<file path="src/rtl/instmem_port_arb_pkg.sv">
// rtl/instmem_port_arb_pkg.sv - shared defines for the instruction-memory port arbiter
//
// Purpose: pipeline flow-control codes, datapath width and arbiter FSM state encodings.
// Ports:   none (package).
package instmem_port_arb_pkg;

    localparam int CPU_WIDTH  = 32;

    localparam int FLOW_WIDTH = 2;
    localparam logic [FLOW_WIDTH-1:0] FLOW_WORK = 2'd0;
    localparam logic [FLOW_WIDTH-1:0] FLOW_STOP = 2'd1;

    localparam int ARB_STATE_WIDTH = 3;

    typedef enum logic [ARB_STATE_WIDTH-1:0] {
        ARB_IDLE    = 3'd0,
        ARB_REQ_LS  = 3'd1,
        ARB_REQ_IF  = 3'd2,
        ARB_WAIT_LS = 3'd3,
        ARB_WAIT_IF = 3'd4
    } arb_state_e;

endpackage

</file>
<file path="src/rtl/instmem_arb_fsm.sv">
// rtl/instmem_arb_fsm.sv - arbitration FSM with load/store run counter and fetch drop flag
//
// Purpose: decides which requester owns the single instruction-memory port and tracks
//          the outstanding access until its response arrives.
// Ports:   clk, rst_n            clock, async active-low reset
//          ls_req_i, if_req_i    requests from load/store and fetch
//          if_flush_i            fetch redirect
//          hold_i                a completion pulse is on the outputs this cycle
//          mem_gnt_i, mem_rvalid_i  memory handshake
//          state_d_o             next state (drives the registered mem_req)
//          start_ls_o/start_if_o IDLE decision this cycle (latch request fields)
//          ls_resp_o/if_resp_o   response to be delivered to the requester
module instmem_arb_fsm
    import instmem_port_arb_pkg::*;
#(
    parameter int MAX_LS_RUN = 4
) (
    input  logic       clk,
    input  logic       rst_n,
    input  logic       ls_req_i,
    input  logic       if_req_i,
    input  logic       if_flush_i,
    input  logic       hold_i,
    input  logic       mem_gnt_i,
    input  logic       mem_rvalid_i,
    output arb_state_e state_d_o,
    output logic       start_ls_o,
    output logic       start_if_o,
    output logic       ls_resp_o,
    output logic       if_resp_o
);

    localparam int RUN_W = $clog2(MAX_LS_RUN + 1);

    arb_state_e       state_q, state_d;
    logic [RUN_W-1:0] ls_run_q, ls_run_d;
    logic             drop_q, drop_d;
    logic             run_capped;
    logic             ls_pick;
    logic             if_pick;

    assign run_capped = (ls_run_q == RUN_W'(MAX_LS_RUN));

    // Requesters keep their request high through the completion pulse, so no new
    // decision is taken while a pulse is out; otherwise the finished request would
    // be issued a second time.
    assign ls_pick = (state_q == ARB_IDLE) && !hold_i && ls_req_i
                     && !(run_capped && if_req_i);
    assign if_pick = (state_q == ARB_IDLE) && !hold_i && !ls_pick
                     && if_req_i && !if_flush_i;

    always_ff @(posedge clk or negedge rst_n) begin
        if (!rst_n) begin
            state_q  <= ARB_IDLE;
            ls_run_q <= '0;
            drop_q   <= 1'b0;
        end else begin
            state_q  <= state_d;
            ls_run_q <= ls_run_d;
            drop_q   <= drop_d;
        end
    end

    always_comb begin
        state_d  = state_q;
        ls_run_d = ls_run_q;
        drop_d   = drop_q;
        case (state_q)
            ARB_IDLE: begin
                if (ls_pick) begin
                    state_d = ARB_REQ_LS;
                end else if (if_pick) begin
                    state_d = ARB_REQ_IF;
                end
                if (!ls_req_i) begin
                    ls_run_d = '0;
                end
            end
            ARB_REQ_LS: begin
                if (mem_gnt_i) begin
                    state_d = ARB_WAIT_LS;
                end
            end
            ARB_REQ_IF: begin
                // A flush racing the grant cannot cancel an accepted access;
                // its response is discarded instead.
                if (mem_gnt_i) begin
                    state_d = ARB_WAIT_IF;
                    if (if_flush_i) begin
                        drop_d = 1'b1;
                    end
                end else if (if_flush_i) begin
                    state_d = ARB_IDLE;
                end
            end
            ARB_WAIT_LS: begin
                if (mem_rvalid_i) begin
                    state_d = ARB_IDLE;
                    if (!run_capped) begin
                        ls_run_d = ls_run_q + 1'b1;
                    end
                end
            end
            ARB_WAIT_IF: begin
                if (mem_rvalid_i) begin
                    state_d  = ARB_IDLE;
                    ls_run_d = '0;
                    drop_d   = 1'b0;
                end else if (if_flush_i) begin
                    drop_d = 1'b1;
                end
            end
            default: begin
                state_d = ARB_IDLE;
            end
        endcase
    end

    always_comb begin
        state_d_o  = state_d;
        start_ls_o = ls_pick;
        start_if_o = if_pick;
        ls_resp_o  = (state_q == ARB_WAIT_LS) && mem_rvalid_i;
        if_resp_o  = (state_q == ARB_WAIT_IF) && mem_rvalid_i && !drop_q && !if_flush_i;
    end

    rvalid_only_when_waiting_a : assert property (
        @(posedge clk) disable iff (!rst_n)
        mem_rvalid_i |-> (state_q == ARB_WAIT_LS || state_q == ARB_WAIT_IF)
    );

endmodule

</file>
<file path="src/rtl/instmem_port_arb.sv">
// rtl/instmem_port_arb.sv - instruction-memory port arbiter between fetch and load/store
//
// Purpose: shares the single instruction-memory port between the fetch stage and
//          load/store accesses to the instruction region, returns read data to the
//          winner and stalls both requesters while their access is pending.
// Ports:   clk, rst_n                          clock, async active-low reset
//          if_req_i/if_addr_i/if_flush_i       fetch request, address, redirect
//          if_rdata_o/if_rvalid_o              fetched instruction and its pulse
//          ls_req_i/ls_we_i/ls_addr_i/ls_wdata_i/ls_be_i   load/store request
//          ls_rdata_o/ls_done_o                load data and completion pulse
//          mem_req_o/mem_we_o/mem_addr_o/mem_wdata_o/mem_be_o  registered memory request
//          mem_gnt_i/mem_rvalid_i/mem_rdata_i  memory handshake and read data
//          flow_if_o/flow_ls_o                 flow codes for fetch and EX/MEM
module instmem_port_arb
    import instmem_port_arb_pkg::*;
#(
    parameter int ADDR_W     = CPU_WIDTH,
    parameter int DATA_W     = CPU_WIDTH,
    parameter int MAX_LS_RUN = 4
) (
    input  logic                  clk,
    input  logic                  rst_n,
    input  logic                  if_req_i,
    input  logic [ADDR_W-1:0]     if_addr_i,
    input  logic                  if_flush_i,
    output logic [DATA_W-1:0]     if_rdata_o,
    output logic                  if_rvalid_o,
    input  logic                  ls_req_i,
    input  logic                  ls_we_i,
    input  logic [ADDR_W-1:0]     ls_addr_i,
    input  logic [DATA_W-1:0]     ls_wdata_i,
    input  logic [3:0]            ls_be_i,
    output logic [DATA_W-1:0]     ls_rdata_o,
    output logic                  ls_done_o,
    output logic                  mem_req_o,
    output logic                  mem_we_o,
    output logic [ADDR_W-1:0]     mem_addr_o,
    output logic [DATA_W-1:0]     mem_wdata_o,
    output logic [3:0]            mem_be_o,
    input  logic                  mem_gnt_i,
    input  logic                  mem_rvalid_i,
    input  logic [DATA_W-1:0]     mem_rdata_i,
    output logic [FLOW_WIDTH-1:0] flow_if_o,
    output logic [FLOW_WIDTH-1:0] flow_ls_o
);

    arb_state_e        fsm_state_d;
    logic              start_ls;
    logic              start_if;
    logic              ls_resp;
    logic              if_resp;

    logic              mem_req_q, mem_req_d;
    logic              mem_we_q, mem_we_d;
    logic [ADDR_W-1:0] mem_addr_q, mem_addr_d;
    logic [DATA_W-1:0] mem_wdata_q, mem_wdata_d;
    logic [3:0]        mem_be_q, mem_be_d;
    logic [DATA_W-1:0] if_rdata_q, if_rdata_d;
    logic              if_rvalid_q, if_rvalid_d;
    logic [DATA_W-1:0] ls_rdata_q, ls_rdata_d;
    logic              ls_done_q, ls_done_d;

    instmem_arb_fsm #(
        .MAX_LS_RUN (MAX_LS_RUN)
    ) u_fsm (
        .clk          (clk),
        .rst_n        (rst_n),
        .ls_req_i     (ls_req_i),
        .if_req_i     (if_req_i),
        .if_flush_i   (if_flush_i),
        .hold_i       (if_rvalid_q | ls_done_q),
        .mem_gnt_i    (mem_gnt_i),
        .mem_rvalid_i (mem_rvalid_i),
        .state_d_o    (fsm_state_d),
        .start_ls_o   (start_ls),
        .start_if_o   (start_if),
        .ls_resp_o    (ls_resp),
        .if_resp_o    (if_resp)
    );

    always_comb begin
        // Request is high exactly in the REQ states, so it drops the cycle after gnt
        // or after a flush withdraws a not-yet-granted fetch.
        mem_req_d   = (fsm_state_d == ARB_REQ_LS) || (fsm_state_d == ARB_REQ_IF);
        mem_we_d    = mem_we_q;
        mem_addr_d  = mem_addr_q;
        mem_wdata_d = mem_wdata_q;
        mem_be_d    = mem_be_q;
        if (start_ls) begin
            mem_we_d    = ls_we_i;
            mem_addr_d  = ls_addr_i;
            mem_wdata_d = ls_wdata_i;
            mem_be_d    = ls_be_i;
        end else if (start_if) begin
            mem_we_d    = 1'b0;
            mem_addr_d  = if_addr_i;
            mem_wdata_d = '0;
            mem_be_d    = 4'hF;
        end
        if_rvalid_d = if_resp;
        if_rdata_d  = if_resp ? mem_rdata_i : if_rdata_q;
        ls_done_d   = ls_resp;
        // A store ack carries no data; keep the last load result visible.
        ls_rdata_d  = (ls_resp && !mem_we_q) ? mem_rdata_i : ls_rdata_q;
    end

    always_ff @(posedge clk or negedge rst_n) begin
        if (!rst_n) begin
            mem_req_q   <= 1'b0;
            mem_we_q    <= 1'b0;
            mem_addr_q  <= '0;
            mem_wdata_q <= '0;
            mem_be_q    <= 4'h0;
            if_rdata_q  <= '0;
            if_rvalid_q <= 1'b0;
            ls_rdata_q  <= '0;
            ls_done_q   <= 1'b0;
        end else begin
            mem_req_q   <= mem_req_d;
            mem_we_q    <= mem_we_d;
            mem_addr_q  <= mem_addr_d;
            mem_wdata_q <= mem_wdata_d;
            mem_be_q    <= mem_be_d;
            if_rdata_q  <= if_rdata_d;
            if_rvalid_q <= if_rvalid_d;
            ls_rdata_q  <= ls_rdata_d;
            ls_done_q   <= ls_done_d;
        end
    end

    assign mem_req_o   = mem_req_q;
    assign mem_we_o    = mem_we_q;
    assign mem_addr_o  = mem_addr_q;
    assign mem_wdata_o = mem_wdata_q;
    assign mem_be_o    = mem_be_q;
    assign if_rdata_o  = if_rdata_q;
    assign if_rvalid_o = if_rvalid_q;
    assign ls_rdata_o  = ls_rdata_q;
    assign ls_done_o   = ls_done_q;

    // The completion pulse releases the stall in the same cycle it is presented.
    assign flow_ls_o = (ls_req_i && !ls_done_q)   ? FLOW_STOP : FLOW_WORK;
    assign flow_if_o = (if_req_i && !if_rvalid_q) ? FLOW_STOP : FLOW_WORK;

endmodule
</file>
<file path="config.mk">
export PLATFORM = sky130hd
export DESIGN_NAME = instmem_port_arb
export DESIGN_NICKNAME = d
export VERILOG_FILES = /design/src/rtl/instmem_port_arb_pkg.sv /design/src/rtl/instmem_arb_fsm.sv /design/src/rtl/instmem_port_arb.sv
export SDC_FILE = /design/constraint.sdc
export NUM_CORES = 1
export LEC_CHECK = 0
export CAP_MARGIN = 30
export CORE_MARGIN = 5
export CORE_UTILIZATION = 40
export DETAILED_ROUTE_END_ITERATION = 7
export GPL_TIMING_DRIVEN = 0
export PLACE_DENSITY = 0.82
export SETUP_SLACK_MARGIN = 0.5
export SLEW_MARGIN = 10
export SYNTH_ARGS = -nofsm -noshare
export SYNTH_HDL_FRONTEND = slang
export SYNTH_SLANG_ARGS = --single-unit
</file>
<file path="constraint.sdc">
create_clock -name clk -period 3.5 [get_ports clk]
set_input_delay 0.35 -clock clk [delete_from_list [all_inputs] [get_ports clk]]
set_output_delay 0.35 -clock clk [all_outputs]
set_load 0.05 [all_outputs]
</file>
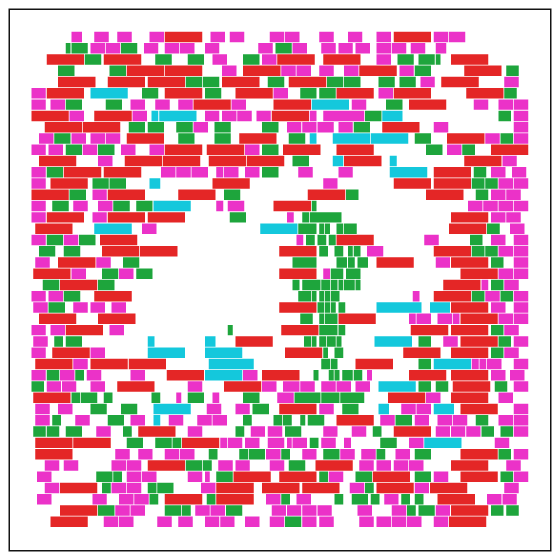
Figure 1: run 1, placed cells, one colour a class.
flip-flops: marked red, cells 143, share of their area 39%. clock drivers and dummy loads: marked cyan, cells 31, share of their area 6.3%. all other logic: marked green, cells 229, share of their area 22%. other buffers and delay cells: marked magenta, cells 305, share of their area 32%.
Design Area, Final: 9390 um2
FP Rows: 44
final core occ: 65.4%
flop share of the area: 38.1%

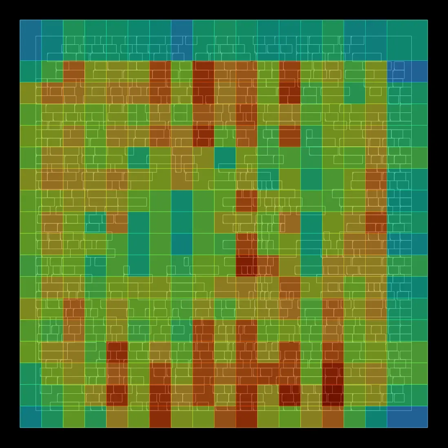
Figure 2: run 1, routing congestion.
GR Util met2: 35.8%
grt met1 use: 23.1%
grt met3 use: 7.65%

==> results_slide.txt, run 1 <==
Implementation Results

Synth
  – YS chip area: 5790 um2
  – Post-synth ARST share: 100%
  – Synth area leader: dfrtp_1
  – Top post-synthesis cells by count: dfrtp_1, mux2_2, a22o_1, or2_2, o221a_1

Power and ir drop
  – Power per cell area: 1110 nW/um2
  – NetSw: 4.75 mW

Route
  – Vias per std cell: 5.07
  – Routed Antenna Nets: 0
  – M1 WL: 6430 um

Run status
  – Status: complete, but fails checks
  – Failing checks: negative hold slack

Place
  – Post-DP HPWL: 13,200 um
  – DP Worst Slack: 1.19 ns
  – Routability cong.: 0.795

Cells and area
  – Clock network area share: 6.19%

Final timing
  – Hold Fails Final Rpt: 7
  – Worst hold slack: -0.0149 ns
  – Worst-margin pin slew: 0.801 ns

Global route
  – First-pass GRT wire length: 26,600 um

Worst setup path
  – Critical path class: primary input to output port
  – Reg-to-reg startpoint: u_fsm.ls_run_q[0]$_DFFE_PN0P_
  – Worst path max stage delay: 0.85 ns

Die
  – Tap cells: 184

Hold path
  – Hold crit path type: primary input to asynchronous set/reset pin
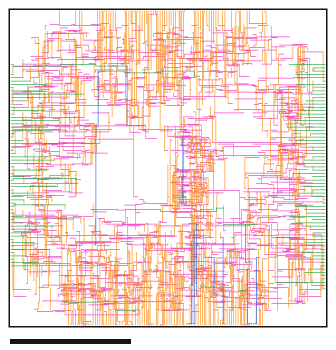
Figure 3: run 1, signal wires by layer.
Scale bar: 50 um.
met2: marked orange, wire length 8,980 um. met3: marked green, wire length 1,370 um. met4: marked blue, wire length 340 um. met1: marked magenta, wire length 6,430 um.
drt total wl: 17,100 um
Total GRT Usage: 20.4%
drt wl/cell: 19.2 um
DR vias: 4,522

Figure 4. Wiring heat map (run 1).
Scale bar: 50 um. The die is cut into 26 by 26 equal tiles; dark blue is low, red is high, scaled to the fullest tile. Values are wire area over tile area, all layers added.
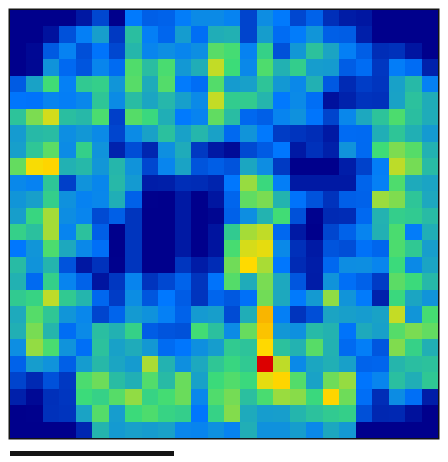

==> run 2, diff against run 1 <==
- clock period: 3.5 -> 2.2 ns (I/O delays scaled with it)
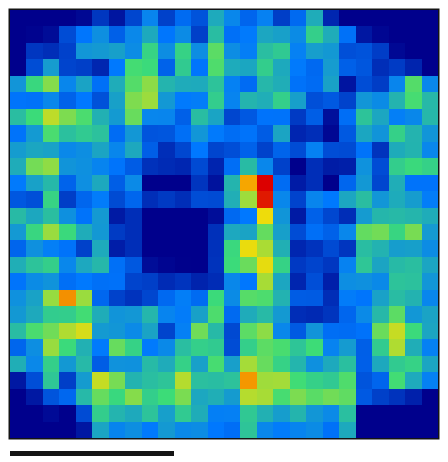
Figure 5: run 2, wiring heat map.
Scale bar: 50 um. The die is cut into 26 by 26 equal tiles; dark blue is low, red is high, scaled to the fullest tile. Values are wire area over tile area, all layers added.
The densest ninth of the die: bottom middle. 12% of the tiles are over half the peak. The emptiest ninth of the die: top right. The mean over all tiles is 0.18. 9.3% of the tiles are nearly empty. The fullest tile reaches 0.63.
Total GRT Usage: 21.1%
DR vias: 4,812
drt total wl: 18,800 um

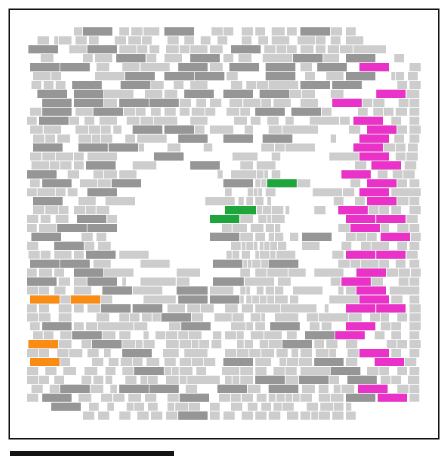
Figure 6: run 2, sequential cells coloured by netlist name.
Scale bar: 50 um. Other sequential cells in the stronger grey, the rest of the logic in the fainter grey.
mem_wdata_o: marked magenta, placed flops 32. u_fsm.state_q: marked green, placed flops 3. mem_be_o: marked orange, placed flops 4, where bottom left.
final core occ: 70.7%
flop share of the area: 35.2%
sequential group power: 4.49 mW
FF+latch area: 3580 um2

==> run 2 against run 1 <==
The flow now finishes without violations. First-iteration DRC count rose by 52%. Sequential share of layout area shrank 2.9 points. Global-route usage increased by 0.69 points. Final cell count up 4.5%. Utilization grew 5.4 points. Synthesized cell count is the same. Via count is 6.4% higher. Die area did not move. Critical path type is now register to register.
==> results_slide.txt, run 2 <==
Implementation Results

Job
  – Tool warnings: 29 (was 27)

Route
  – Routed Antenna Nets: 0 (unchanged)
  – Drt wl/cell: 20.2 um (was 19.2 um)
  – Vias per std cell: 5.16 (was 5.07)
  – Met2 WL: 9310 um (was 8980 um)

Final timing
  – Worst-margin pin slew: 0.610 ns (was 0.801 ns)
  – Worst hold slack: 0.213 ns (was -0.0149 ns)
  – Hold Fails Final Rpt: 0 (was 7)

Global route
  – Grt met3 use: 7.12% (was 7.65%)
  – First-pass GRT wire length: 27,600 um (was 26,600 um)
  – GR Util met2: 34.8% (was 35.8%)
  – Grt met1 use: 25.4% (was 23.1%)

Synth
  – Aoi share: 14.4% (unchanged)
  – YS chip area: 5790 um2 (unchanged)
  – Post-synth ARST share: 100% (unchanged)
  – Cell count listed in synth_stat.txt: 399 (unchanged)
  – Synth area leader: dfrtp_1 (unchanged)
  – Top post-synthesis cells by count: dfrtp_1, mux2_2, a22o_1, or2_2, o221a_1 (unchanged)
  – Synth flops: 143 (unchanged)

Cells and area
  – Design Area, Final: 10,200 um2 (was 9390 um2)
  – Repair and plain buffers: 344 (was 305)
  – ANT cells: 0 (unchanged)
  – Clock network area share: 6.11% (was 6.19%)

Die
  – FP Rows: 44 (unchanged)
  – Tap cells: 184 (unchanged)

Place
  – Routability cong.: 0.888 (was 0.795)
  – DP Worst Slack: 0.114 ns (was 1.19 ns)
  – Post-DP Area: 8810 um2 (about the same)
  – Post-DP HPWL: 12,600 um (was 13,200 um)

Worst setup path
  – Worst path max stage delay: 0.37 ns (was 0.85 ns)
  – Critical path class: register to register (was primary input to output port)
  – R2R cell count: 7 (was 8)
  – Reg-to-reg startpoint: u_fsm.state_q[0]$_DFF_PN0_ (was u_fsm.ls_run_q[0]$_DFFE_PN0P_)

Power and ir drop
  – Power per cell area: 1680 nW/um2 (was 1110 nW/um2)
  – NetSw: 7.86 mW (was 4.75 mW)

Run status
  – Status: completed (was complete, but fails checks)

Hold path
  – Hold crit path type: primary input to register (was primary input to asynchronous set/reset pin)
Figure 7. Signal wires by layer (run 2).
Scale bar: 50 um.
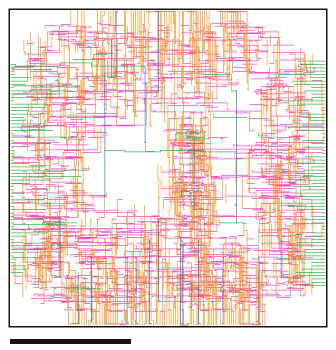

==> run 3, diff against run 2 <==
- clock period: 2.2 -> 1.8 ns (I/O delays scaled with it)
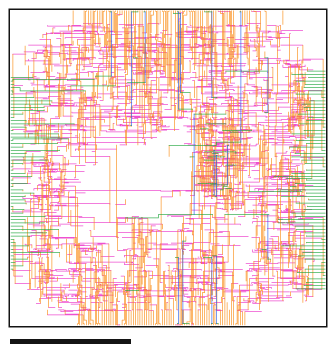
Figure 8: run 3, signal wires by layer.
Scale bar: 50 um.
met3: marked green, wire length 1,480 um. met4: marked blue, wire length 515 um. met2: marked orange, wire length 9,480 um. met1: marked magenta, wire length 7,150 um.
drt total wl: 18,600 um
Total GRT Usage: 20.5%
DR vias: 4,735
drt wl/cell: 20.2 um

==> run 3 against run 2 <==
Via count is 1.6% lower. Clock skew is 0.0054 ns higher. Setup slack worse by 0.36 ns. Hold slack worse by 0.068 ns. Highest routed layer unchanged.
==> results_slide.txt, run 3 <==
Implementation Results

Run status
  – Status: completed (unchanged)

Synth
  – Synth cell types: 43 (unchanged)
  – Synth flops: 143 (unchanged)
  – YS chip area: 5790 um2 (unchanged)
  – Synth area leader: dfrtp_1 (unchanged)
  – Top post-synthesis cells by count: dfrtp_1, mux2_2, a22o_1, or2_2, o221a_1 (unchanged)
  – Post-synth ARST share: 100% (unchanged)
  – Aoi share: 14.4% (unchanged)

Worst setup path
  – Worst path max stage delay: 0.37 ns (about the same)
  – Critical path class: register to register (unchanged)
  – Reg-to-reg startpoint: u_fsm.state_q[0]$_DFF_PN0_ (unchanged)
  – Worst Path Buf+Inv: 2 (was 3)
  – Crit path DRT: 2.10 ns (was 2.49 ns)
  – Crit start category: register (unchanged)
  – CP Cell Sequence: buf_6 > nor3_4 > nand2_4 > a211o_4 > buf_6 > o221a_1 (was buf_6 > nor3_4 > nand2_2 > a211o_4 > buf_12 > buf_8 > o221a_1)
  – R2R cell count: 6 (was 7)

Power and ir drop
  – NetSw: 9.68 mW (was 7.86 mW)
  – Reg power frac: 27.3% (was 26.3%)
  – Sw frac: 47.7% (was 46.0%)
  – Power per cell area: 2110 nW/um2 (was 1680 nW/um2)

Cells and area
  – Nets: 870 (was 878)
  – Clock network area share: 6.26% (was 6.11%)
  – ANT cells: 0 (unchanged)
  – Count of flip-flops and latches: 143 (unchanged)
  – Design Area, Final: 9620 um2 (was 10,200 um2)
  – FF+latch area: 3580 um2 (unchanged)

Final timing
  – Final WS setup: 0.0126 ns (was 0.370 ns)
  – Hold Fails Final Rpt: 0 (unchanged)
  – Worst hold slack: 0.144 ns (was 0.213 ns)
  – Worst-margin pin slew: 0.572 ns (was 0.610 ns)

Die
  – Tap cells: 184 (unchanged)
  – FP Rows: 44 (unchanged)
  – I/O Pins: 280 (unchanged)
  – Die area: 17,000 um2 (unchanged)

Place
  – Placed insts: 861 (unchanged)
  – Routability cong.: 0.857 (was 0.888)
  – Post-DP Area: 8890 um2 (was 8810 um2)
  – DP Worst Slack: -0.153 ns (was 0.114 ns)
  – Post-DP HPWL: 12,700 um (was 12,600 um)

Job
  – Tool warnings: 30 (was 29)

Route
  – Met2 WL: 9480 um (was 9310 um)
  – Vias per std cell: 5.12 (was 5.16)
  – Routed Antenna Nets: 0 (unchanged)
  – M1 WL: 7150 um (was 7330 um)

Global route
  – GR Util met2: 34.7% (was 34.8%)
  – Grt met3 use: 6.67% (was 7.12%)
  – First-pass GRT wire length: 26,900 um (was 27,600 um)
  – Grt met1 use: 24.0% (was 25.4%)

Hold path
  – Hold crit path type: primary input to register (unchanged)
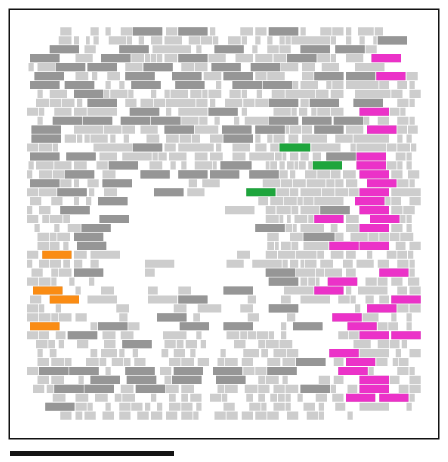
Figure 9: run 3, sequential cells coloured by netlist name.
Scale bar: 50 um. Other sequential cells in the stronger grey, the rest of the logic in the fainter grey.
sequential group power: 5.53 mW
final core occ: 66.9%
flop share of the area: 37.2%

Power figures rest on the tool's default switching activity, not on a simulated workload.
